File: config.mk
export PLATFORM = sky130hd
export DESIGN_NAME = uart_rx_fifo
export DESIGN_NICKNAME = d
export VERILOG_FILES = /design/src/rtl/uart_pkg.sv /design/src/rtl/fifo_ptr_ctrl.sv /design/src/rtl/uart_rx_fifo.sv
export SDC_FILE = /design/constraint.sdc
export NUM_CORES = 1
export LEC_CHECK = 0
export CAP_MARGIN = 15
export CORE_MARGIN = 2
export CORE_UTILIZATION = 53
export CTS_CLUSTER_SIZE = 28
export DETAILED_ROUTE_END_ITERATION = 8
export GPL_TIMING_DRIVEN = 0
export MAX_ROUTING_LAYER = met4
export PLACE_DENSITY = 0.75
export SYNTH_ARGS = -nofsm -noshare
export SYNTH_HDL_FRONTEND = slang
export SYNTH_SLANG_ARGS = --single-unit
File: constraint.sdc
create_clock -name clk -period 2 [get_ports clk]
set_input_delay 0.5 -clock clk [delete_from_list [all_inputs] [get_ports clk]]
set_output_delay 0.5 -clock clk [all_outputs]
set_load 0.01 [all_outputs]
File: src/rtl/uart_pkg.sv
// Constants shared by the UART receiver, transmitter and their buffers.
package uart_pkg;

  localparam int UART_DATA_W           = 8;
  localparam int FULL_BIT              = 1395968;
  localparam int HALF_BIT              = 697984;
  localparam int DEFAULT_RX_FIFO_DEPTH = 16;

endpackage

File: src/rtl/fifo_ptr_ctrl.sv
// Read/write pointer and occupancy control for a power-of-two circular buffer.
// The count register disambiguates full from empty when the pointers are equal.
module fifo_ptr_ctrl #(
  parameter int DEPTH  = 16,
  parameter int ADDR_W = $clog2(DEPTH)
) (
  input  logic              clk,
  input  logic              rst,
  input  logic              wr_req,
  input  logic              rd_ready,
  output logic              wr_en,
  output logic              rd_en,
  output logic              drop,
  output logic [ADDR_W-1:0] wr_ptr,
  output logic [ADDR_W-1:0] rd_ptr,
  output logic [ADDR_W:0]   count,
  output logic              full,
  output logic              empty
);

  localparam logic [ADDR_W:0] FULL_CNT = (ADDR_W + 1)'(DEPTH);

  logic [ADDR_W:0] count_next;

  assign full  = (count == FULL_CNT);
  assign empty = (count == '0);

  // A pop frees a slot in the same cycle, so a full buffer still accepts a write alongside it.
  assign rd_en = rd_ready && !empty;
  assign wr_en = wr_req && (!full || rd_en);
  assign drop  = wr_req && full && !rd_en;

  // NOTE: every signal assigned in always_comb gets a default first, so no latch is inferred.
  always_comb begin
    count_next = count;
    unique case ({wr_en, rd_en})
      2'b10:   count_next = count + 1'b1;
      2'b01:   count_next = count - 1'b1;
      default: count_next = count;
    endcase
  end

  // NOTE: sequential state uses non-blocking assignments so all registers update together.
  always_ff @(posedge clk or posedge rst) begin
    if (rst) begin
      wr_ptr <= '0;
      rd_ptr <= '0;
      count  <= '0;
    end else begin
      if (wr_en) wr_ptr <= wr_ptr + 1'b1;
      if (rd_en) rd_ptr <= rd_ptr + 1'b1;
      count <= count_next;
    end
  end

endmodule

File: src/rtl/uart_rx_fifo.sv
// First-word-fall-through receive buffer behind the UART receiver, with sticky overflow flag.
// Define UART_RX_FIFO_STATS_EN to add the o_drop_count and o_max_count statistics outputs.
module uart_rx_fifo
  import uart_pkg::*;
#(
  parameter int DEPTH  = DEFAULT_RX_FIFO_DEPTH,
  parameter int DATA_W = UART_DATA_W,
  parameter int ADDR_W = $clog2(DEPTH)
) (
  input  logic              clk,
  input  logic              i_reset,
  input  logic              i_wr_valid,
  input  logic [DATA_W-1:0] i_wr_data,
  output logic              o_rd_valid,
  output logic [DATA_W-1:0] o_rd_data,
  input  logic              i_rd_ready,
  output logic [ADDR_W:0]   o_count,
  output logic              o_full,
  output logic              o_empty,
  output logic              o_overflow,
  input  logic              i_clear_overflow
`ifdef UART_RX_FIFO_STATS_EN
  ,
  output logic [7:0]        o_drop_count,
  output logic [ADDR_W:0]   o_max_count
`endif
);

  logic              wr_en;
  logic              rd_en;
  logic              drop;
  logic [ADDR_W-1:0] wr_ptr;
  logic [ADDR_W-1:0] rd_ptr;
  logic [DATA_W-1:0] mem [DEPTH];

  fifo_ptr_ctrl #(
    .DEPTH  (DEPTH),
    .ADDR_W (ADDR_W)
  ) u_ptr_ctrl (
    .clk      (clk),
    .rst      (i_reset),
    .wr_req   (i_wr_valid),
    .rd_ready (i_rd_ready),
    .wr_en    (wr_en),
    .rd_en    (rd_en),
    .drop     (drop),
    .wr_ptr   (wr_ptr),
    .rd_ptr   (rd_ptr),
    .count    (o_count),
    .full     (o_full),
    .empty    (o_empty)
  );

  // NOTE: storage has no reset; the count makes stale entries invisible, and this lets it map to RAM.
  always_ff @(posedge clk) begin
    if (wr_en) mem[wr_ptr] <= i_wr_data;
  end

  assign o_rd_data  = mem[rd_ptr];
  assign o_rd_valid = !o_empty;

  // A drop in the same cycle as a clear keeps the flag set so the loss is never missed.
  always_ff @(posedge clk or posedge i_reset) begin
    if (i_reset)               o_overflow <= 1'b0;
    else if (drop)             o_overflow <= 1'b1;
    else if (i_clear_overflow) o_overflow <= 1'b0;
  end

`ifdef UART_RX_FIFO_STATS_EN
  always_ff @(posedge clk or posedge i_reset) begin
    if (i_reset) begin
      o_drop_count <= '0;
      o_max_count  <= '0;
    end else begin
      if (i_clear_overflow)            o_drop_count <= drop ? 8'd1 : 8'd0;
      else if (drop && o_drop_count != 8'hFF) o_drop_count <= o_drop_count + 1'b1;

      if (i_clear_overflow)            o_max_count <= o_count;
      else if (o_count > o_max_count)  o_max_count <= o_count;
    end
  end
`endif

endmodule

run_1/clock_wires.png
Drawn at 2 px/um.
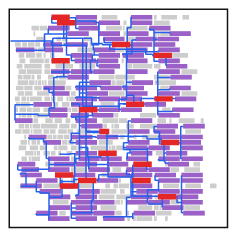
legend:
  flip-flops:
    colour: purple
    count: 142
  clock wires:
    colour: blue
    length: 1470 um
  clock-net drivers:
    colour: red
    count: 17
routed clock nets: 18

run_1/ff_map.png
Drawn at 2 px/um.
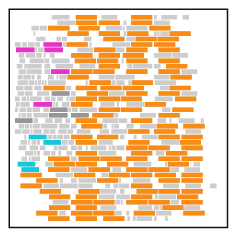
legend:
  u_ptr_ctrl.wr_ptr:
    colour: cyan
    sequential_cells: 4
  mem:
    colour: orange
    sequential_cells: 128
  u_ptr_ctrl.count:
    colour: magenta
    sequential_cells: 5
    where: north-west
not coloured: 5
Reg area: 0.00420 mm^2
fin util: 68.7%
P_seq: 0.00394 W
Seq area share: 56.9%

run_1/port_trees.png
Drawn at 4 px/um.
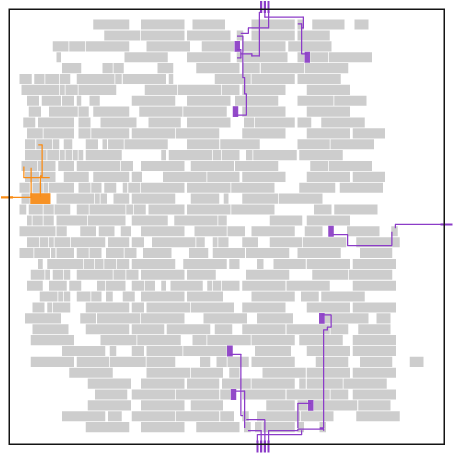
legend:
  o_rd_valid:
    colour: orange
    bits: 1
    direction: output
    end_cells: 1
    wire: 36.1 um
  o_rd_data:
    colour: purple
    bits: 8
    direction: output
    end_cells: 8
    wire: 236 um
I/O pin count: 30
I/O Buffers: 27

==> reports/results.ini, run 1 <==
[outcome]
failed_checks = negative setup slack
status = finished, violations left

[setup_path]
r2r-start = u_ptr_ctrl.count[2]$_DFFE_PP0P_
cp-startpoint = u_ptr_ctrl.rd_ptr[0]$_DFFE_PP0N_
crit_path_end_kind = primary output
slowest_stage = mux4_2
critPathBufInv = 5

[final_layout]
finish.instance_area_mm2 = 0.00738

[sta]
tightest_slew_ns = 0.624
setup_viol = 30
fin_ws_ns = -0.778

[global_route]
antenna_found_initial = 0

[detailed_routing]
wl_per_cell_um = 23.8

[job]
warnings = 32

[synthesis]
synth_area_mm2 = 0.00577
synth_area_per_cell_um2 = 19.3

[clocking]
path_clk_slew_ns = 0.06
clock_sinks = 142

[placed_design]
place_ws_ns = -1.14
place_inst = 466

[power_and_ir_drop]
p_per_area_mw_per_mm2 = 1500
peakVddDrop_v = 0.000812

[run 1: cell type report]
type | instances | share of cell area [%]
timing repair buffer | 62 | 8.54
clock buffer | 20 | 5.76
buffer | 11 | 1.29
sequential | 142 | 56.9
tap | 140 | 2.37
multi-input combinational | 133 | 23.2
clock inverter | 10 | 1.34
inverter | 11 | 0.627
[run 1: how the worst max path moves through the flow]
| stage | to | slack [ns] | cells past startpoint |
|---|---|---|---|
| CTS | o_rd_data[2] | -0.83 | 7 |
| global route | o_rd_data[7] | -0.86 | 8 |
| detailed placement | o_rd_data[0] | -1.14 | 6 |
| finish | o_rd_data[2] | -0.78 | 8 |
| global placement | o_rd_data[0] | -1.09 | 6 |
| floorplan | u_ptr_ctrl.count[4]$_DFFE_PP0P_ | -0.25 | 9 |
[run 1: logic make-up after synthesis]
kind of cell | count (synthesis) | synth area share, %
mux | 35 | 13.1
compound gates | 30 | 4.05
flops | 142 | 72.6
buf+inv | 24 | 1.67
fa+ha+maj | 9 | 2.08
xor+xnor | 9 | 1.37
simple gates | 50 | 5.05
[run 1: worst register-to-register path, cell delays in order, from the launching register on]
cell	delay, ns
dfrtp_2	0.42
nor4_4	0.31
buf_4	0.17
nand2b_4	0.06
buf_6	0.13
nand3_4	0.07
inv_4	0.06
ha_4	0.29
nand2b_4	0.07
a2111o_1	0.40
o31a_1	0.13
o211ai_1	0.17
[run 1: what timing repair did]
item                       CTS  global route
buffers inserted            28             8
hold buffers                 0             0
resized                    118            24
pin swaps                   21            18
cloned                       2             0
setup endpoints to repair  115            94
[run 1: flip-flops by register name, indices dropped and copies added, names as in the netlist]
register	count
u_ptr_ctrl.count	5
o_overflow	1
mem	128
u_ptr_ctrl.wr_ptr	4
u_ptr_ctrl.rd_ptr	4
## Run 2: what changed since run 1
--- a/config.mk
+++ b/config.mk
@@ -11,7 +11,6 @@
 export CTS_CLUSTER_SIZE = 28
 export DETAILED_ROUTE_END_ITERATION = 8
 export GPL_TIMING_DRIVEN = 0
-export MAX_ROUTING_LAYER = met4
 export PLACE_DENSITY = 0.75
 export SYNTH_ARGS = -nofsm -noshare
 export SYNTH_HDL_FRONTEND = slang
run_2/clock_wires.png
Drawn at 2 px/um.
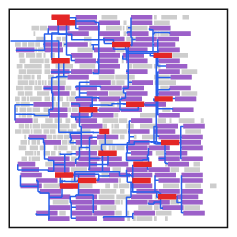
legend:
  clock wires:
    colour: blue
    length: 1450 um
  flip-flops:
    colour: purple
    count: 142
  clock-net drivers:
    colour: red
    count: 17
routed clock nets: 18

==> run 2 against run 1 <==
Net effect: the run still ends with negative setup slack left; clock-buffer cell count unchanged; wire length increased by 0.22%; final area is the same; cell count stayed put; total power about the same; non-clock buffer count stayed put; flip-flop count unchanged; worst hold slack got worse by 0.0044 ns.
==> reports/results.ini, run 2 <==
[final_layout]
utilization_pct = 68.7  ; unchanged
regMostFlops = mem
largest_reg_flops = 128  ; unchanged
finish.instance_area_mm2 = 0.00738  ; unchanged

[setup_path]
worstSetupEndpoint = o_rd_data[7]
crit_path_end_kind = primary output
r2r-start = u_ptr_ctrl.count[2]$_DFFE_PP0P_
cp-startpoint = u_ptr_ctrl.rd_ptr[0]$_DFFE_PP0N_

[hold_path]
min_path_type = in -> async

[global_route]
antenna_found_initial = 0  ; unchanged

[placed_design]
place_ws_ns = -1.14  ; unchanged
portBuffers = 27  ; unchanged
placed_cell_area_mm2 = 0.00628
place_inst = 466  ; unchanged

[synthesis]
synth_area_per_cell_um2 = 19.3  ; unchanged

[clocking]
path_clk_slew_ns = 0.06  ; about the same
clock_sinks = 142  ; unchanged
cts_hold_buffers = 0  ; unchanged

[sta]
skew_ns = 0.00559
setup_viol = 30  ; unchanged
tightest_slew_ns = 0.640  ; +0.0164 ns
fin_ws_ns = -0.788  ; -0.0100 ns

[job]
warnings = 32  ; unchanged

[power_and_ir_drop]
p_per_area_mw_per_mm2 = 1500  ; about the same
peakVddDrop_v = 0.000819  ; +0.95%

[floorplanning]
io_pins = 30  ; unchanged

[detailed_routing]
drc_errors = 0
wl_per_cell_um = 23.9  ; +0.22%

[outcome]
status = finished, violations left
failed_checks = negative setup slack

run_2/ff_map.png
Drawn at 2 px/um.
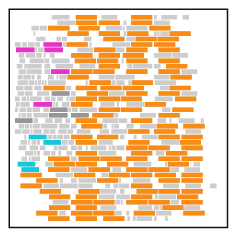
legend:
  u_ptr_ctrl.count:
    colour: magenta
    sequential_cells: 5
    where: north-west
  u_ptr_ctrl.wr_ptr:
    colour: cyan
    sequential_cells: 4
  mem:
    colour: orange
    sequential_cells: 128

## run 2: cell counts after synthesis
No cell type changed its count.
## run 2: cells by family after synthesis
kind of cell             synth area share (%)
flip-flops                               72.6
AND/OR/NAND/NOR                          5.05
multiplexers                             13.1
AND-OR/OR-AND                            4.05
buffers and inverters                    1.67
XOR/XNOR                                 1.37
adder cells (fa/ha/maj)                  2.08
## run 2: report_power, final
part	leakage [nW]	switching (W)	internal (W)	total, W
Sequential	1.32	0.000293	0.00365	0.00394
Clock	0.265	0.00108	0.00174	0.00281
Combinational	1.02	0.00205	0.00229	0.00434
Total	2.61	0.00342	0.00767	0.0111
## run 2: what timing repair did
| item | in CTS | in global routing |
|---|---|---|
| setup endpoints to repair | 115 | 94 |
| gates cloned | 2 | 0 |
| resized | 118 | 24 |
| pin swaps | 21 | 18 |
| setup buffers | 28 | 8 |
## run 2: cell type report
| type | instances | area, um^2 |
|---|---|---|
| fillers | 695 | 3360 |
| repair buffers | 62 | 631 |
| clock buffers | 20 | 425 |
| multi-input cells | 133 | 1710 |
| flip-flops and latches | 142 | 4200 |
| inverters | 11 | 46.3 |
| plain buffers | 11 | 95.1 |
| well taps | 140 | 175 |
| clock inverters | 10 | 98.8 |
## run 2: metal layers
layer	global-route usage, %	up-vias	wire (um)
met5	0	-	0
met4	7.69	0	217
met3	6.15	16	750
met2	38.3	124	6740
met1	29.4	1630	4930
li1	-	1370	-
## run 2: critical path, cell delays in order, from the launching register on
cell	delay [ns]
dfrtp_1	0.38
buf_8	0.15
buf_12	0.13
buf_12	0.12
buf_6	0.09
mux4_2	0.49
a22oi_2	0.16
nand2_1	0.09
buf_2	0.15
## Run 3: what changed since run 2
--- a/config.mk
+++ b/config.mk
@@ -11,7 +11,9 @@
 export CTS_CLUSTER_SIZE = 28
 export DETAILED_ROUTE_END_ITERATION = 8
 export GPL_TIMING_DRIVEN = 0
+export MAX_ROUTING_LAYER = met4
 export PLACE_DENSITY = 0.75
+export SLEW_MARGIN = 20
 export SYNTH_ARGS = -nofsm -noshare
 export SYNTH_HDL_FRONTEND = slang
 export SYNTH_SLANG_ARGS = --single-unit
run_3/class_map.png
Drawn at 2 px/um.
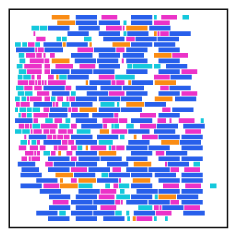
legend:
  remaining buffers and delay cells:
    colour: cyan
    cells: 73
  clock drivers and dummy loads:
    colour: orange
    cells: 30
  sequential cells:
    colour: blue
    cells: 142
  remaining logic cells:
    colour: magenta
    cells: 144

==> run 3 against run 2 <==
Net effect: the flow still finishes with violations (negative setup slack); non-clock buffer count stayed put; total power is essentially flat; clock skew increased by 0.0022 ns; worst hold slack better by 0.0044 ns; clock-buffer cell count stayed put; first-iteration DRC count rose by 13%; register-to-register slack hardly changed; critical endpoint is now o_rd_data[2]; largest power group unchanged.
==> reports/results.ini, run 3 <==
[outcome]
status = finished, violations left
failed_checks = negative setup slack

[clocking]
path_clk_slew_ns = 0.06  ; about the same
clock_sinks = 142  ; unchanged

[sta]
setup_viol = 30  ; unchanged
tightest_slew_ns = 0.624  ; -0.0164 ns
fin_ws_ns = -0.778  ; +0.0100 ns

[power_and_ir_drop]
pg_seq_w = 0.00394  ; about the same
maxPowerGroup = combinational cells
p_sw_share_pct = 30.8  ; -0.062 points
seqPwrFrac_pct = 35.5  ; about the same
combPwrFrac_pct = 39.1  ; about the same
internal_power_w = 0.00767  ; about the same
p_per_area_mw_per_mm2 = 1500  ; about the same
pg_clk_w = 0.00281  ; about the same
comb_cell_power_w = 0.00434  ; about the same

[setup_path]
slowest_stage = mux4_2
r2r-start = u_ptr_ctrl.count[2]$_DFFE_PP0P_
worstSetupEndpoint = o_rd_data[2]
crit_path_end_kind = primary output
worst-path-stages = 8  ; unchanged
cp_cell_sequence = buf_8, buf_12, buf_12, buf_16, mux4_2, a22oi_2, nand2_1, buf_2

[job]
warnings = 32  ; unchanged

[detailed_routing]
drc_errors = 0  ; unchanged
wl_per_cell_um = 23.8  ; -0.22%

[hold_path]
min_path_type = in -> async

[final_layout]
seq_area_mm2 = 0.00420  ; unchanged
num-fill-cells = 695  ; unchanged
finish.instance_area_mm2 = 0.00738  ; unchanged
regMostFlops = mem
comb_area_mm2 = 0.00171  ; unchanged

[synthesis]
synth_area_per_cell_um2 = 19.3  ; unchanged

[floorplanning]
io_pins = 30  ; unchanged

run_3/clock_wires.png
Drawn at 2 px/um.
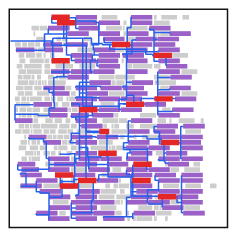
legend:
  clock wires:
    colour: blue
    length: 1470 um
  flip-flops:
    colour: purple
    count: 142
  clock-net drivers:
    colour: red
    count: 17
routed clock nets: 18

## run 3: cell counts in the layout (fill, tap and decap cells not counted)
No cell type changed its count.
## run 3: repair_timing
item	4_1_cts	5_1_grt
endpoints found under the hold margin	0	0
setup buffers	28	8
pin swaps	21	18
hold buffers	0	0
endpoints found under the setup margin	115	94
cloned	2	0
resized	118	24
## run 3: per-stage QoR
stage	util (%)	instances	setup slack (ns)
2_1_floorplan	-	299	-0.248
3_3_place_gp	58.4	466	-1.09
3_5_place_dp	58.4	466	-1.14
4_1_cts	67.9	525	-0.832
5_1_grt	68.7	529	-0.864
6_report	68.7	529	-0.778
## run 3: worst register-to-register path, cell delays in order, from the launching register on
cell and delay (ns):
dfrtp_2 0.42, nor4_4 0.31, buf_4 0.17, nand2b_4 0.06
buf_6 0.13, nand3_4 0.07, inv_4 0.06, ha_4 0.29
nand2b_4 0.07, a2111o_1 0.40, o31a_1 0.13, o211ai_1 0.17
## run 3: per-layer routing
metal | share of wire (%) | global-route usage, % | wire length [um] | vias to the layer above
met5 | 0 | - | 0 | -
met4 | 1.7 | 9.34 | 220 | 0
met3 | 7.7 | 5.24 | 967 | 12
met2 | 54 | 38.3 | 6750 | 114
met1 | 37 | 29.5 | 4660 | 1613
li1 | - | - | - | 1373
## run 3: cell type report
type / instances / share of cell area, %
plain buffers: 11 / 1.29
clock buffers: 20 / 5.76
multi-input cells: 133 / 23.2
clock inverters: 10 / 1.34
flip-flops and latches: 142 / 56.9
inverters: 11 / 0.627
repair buffers: 62 / 8.54
well taps: 140 / 2.37
## run 3: cell families after synthesis
family / synth area share (%)
flip-flops: 72.6
AND-OR/OR-AND: 4.05
multiplexers: 13.1
adder cells (fa/ha/maj): 2.08
AND/OR/NAND/NOR: 5.05
buffers and inverters: 1.67
XOR/XNOR: 1.37
Power figures rest on the tool's default switching activity, not on a simulated workload.
